`src/rtl/sync_ram_pkg.sv`:
```
// Shared constants and types for the 128 x 5 single-port scratch RAM.
package sync_ram_pkg;

  localparam int unsigned DATA_W = 5;
  localparam int unsigned ADDR_W = 7;
  localparam int unsigned DEPTH  = 2 ** ADDR_W;

  typedef logic [DATA_W-1:0] data_t;
  typedef logic [ADDR_W-1:0] addr_t;

endpackage : sync_ram_pkg

```
`src/rtl/sync_ram.sv`:
```
// Single-port synchronous RAM: shared address, separate write/read strobes,
// registered read data that holds until the next read or reset.
module sync_ram
  import sync_ram_pkg::*;
(
  input  logic              clk,
  input  logic              reset,
  input  logic              write,
  input  logic              read,
  input  logic [DATA_W-1:0] data_in,
  input  logic [ADDR_W-1:0] address,
  output logic [DATA_W-1:0] data_out
);

  data_t r_mem [DEPTH];
  data_t r_data_out;

  // Storage, write port and read register; non-blocking updates give
  // read-before-write when both strobes hit the same address.
  always_ff @(posedge clk) begin
    if (reset) begin
      r_mem      <= '{default: '0};
      r_data_out <= '0;
    end else begin
      if (write) begin
        r_mem[address] <= data_in;
      end
      if (read) begin
        r_data_out <= r_mem[address];
      end
    end
  end

  assign data_out = r_data_out;

endmodule : sync_ram

```
`config.mk`:
```
export PLATFORM = sky130hd
export DESIGN_NAME = sync_ram
export DESIGN_NICKNAME = d
export VERILOG_FILES = /design/src/rtl/sync_ram_pkg.sv /design/src/rtl/sync_ram.sv
export SDC_FILE = /design/constraint.sdc
export NUM_CORES = 2
export LEC_CHECK = 0
export CORE_MARGIN = 1
export CORE_UTILIZATION = 50
export CTS_CLUSTER_SIZE = 24
export DETAILED_ROUTE_END_ITERATION = 10
export PLACE_DENSITY = 0.65
export SETUP_SLACK_MARGIN = 0.1
export SLEW_MARGIN = 0
export SYNTH_ARGS = -nofsm -noshare
export SYNTH_HDL_FRONTEND = slang
export SYNTH_SLANG_ARGS = --single-unit
```
`constraint.sdc`:
```
create_clock -name clk -period 3.1 [get_ports clk]
set_clock_uncertainty 0.2 [all_clocks]
set_input_delay 0.465 -clock clk [delete_from_list [all_inputs] [get_ports clk]]
set_output_delay 0.465 -clock clk [all_outputs]
set_load 0.01 [all_outputs]
```
==> flow_summary.yaml <==
# generated from flow reports
worst_setup_path:
  cp_slowest_stage_delay_ps: 830
  crit_type: "in -> reg"
  critPathLaunch: "address[3]"
  path_cells: "clkdlybuf4s50_1 > buf_4 > nor3_1 > a2111oi_0 > buf_4 > o41ai_1 > buf_4 > nand3_1"
  path_depth: 8
cts:
  ctsRootBufferMaster: "clkbuf_16"
  ctsHoldBuffers: 1
  cts_buffer_depth: 3
  clk_pin_slew_worst_paths_ps: 60
drt:
  drt_iter0_drc: 3434
  drt_pass1_iterations: 6
  met2_length_microns: 46200
final_layout:
  flop-count: 645
  comb_area_sq_um: 14700
  layout.cells.non_filler: 4380
  drive_gt1_share_pct: 11.8
  post-route-util_pct: 57.4
timing:
  fmax_mhz: 365
  slew_headroom_pct: 36.1
  fin_crit_ps: 2740
  setup_violations: 0
yosys:
  synth_top_area_share_pct: 44.3
  top_cells_by_count: "nand2_1 (715), dfxtp_1 (645), a21oi_1 (612)"
  numSynthFlops: 645
floorplanning:
  tap_cells: 765
  coreArea_sq_um: 57600
power:
  p_comb_mw: 1.37
  max-vdd-ir-drop_mv: 0.489
  internal_power_mw: 13.5
run:
  warnings: 30
run_status:
  status: "finished clean"
grt:
  antenna_found_initial: 3
  overflow: 0
  grt_max_degree: 140
  use_met1_pct: 45.2
place:
  hpwl_microns: 65100
The metal 1 layer:
The bar under the picture is 50 microns long. Supply wires on this layer in grey.
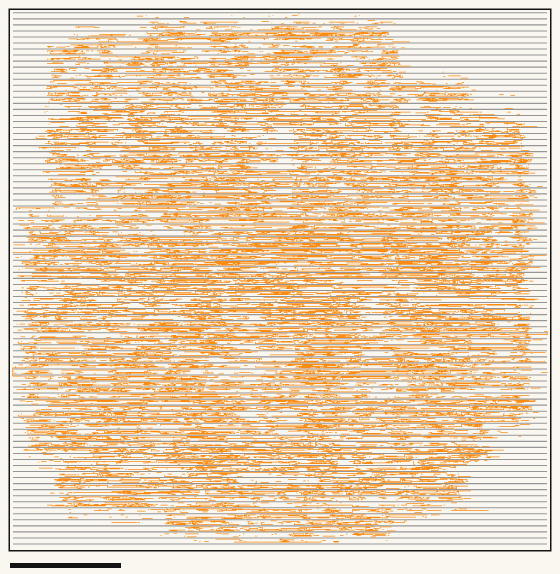
longest straight run: 68.5 microns
wire length on this layer: 41.2 mm

M2 wires:
The bar under the picture is 50 microns long.
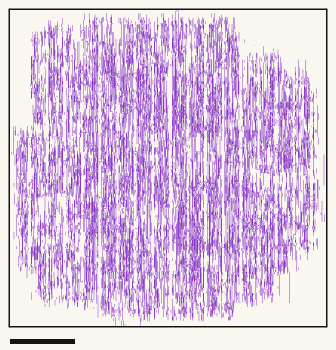
nets with wire on the layer: 2834
longest straight run: 114 microns
wire length on this layer: 46.2 mm

The metal 3 layer:
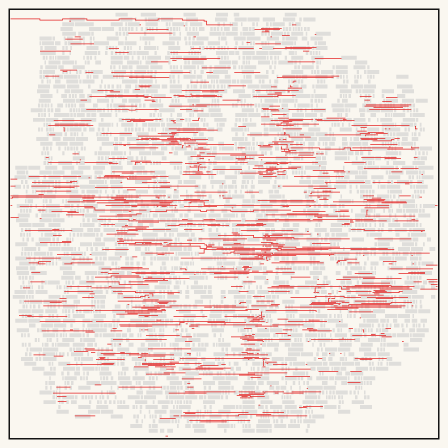
longest straight run: 105 microns
nets with wire on the layer: 410
main direction: horizontal
share of all routed wire: 9.5%
wire length on this layer: 9650 microns

Signal wires on met4:
The bar under the picture is 50 microns long. Supply wires on this layer in grey.
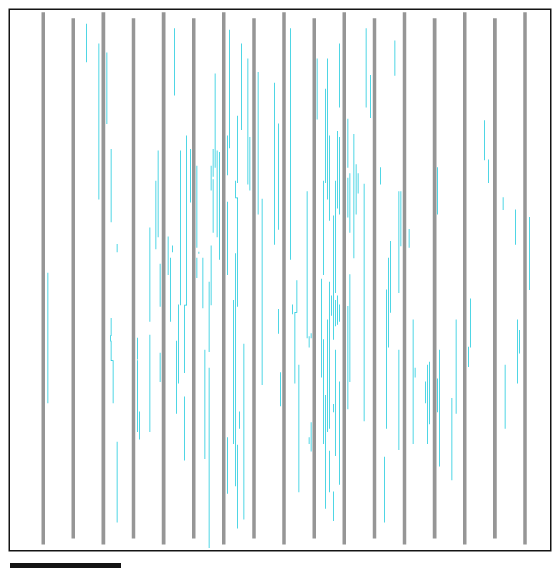
wire length on this layer: 4600 microns
longest straight run: 107 microns

Power figures rest on the tool's default switching activity, not on a simulated workload.
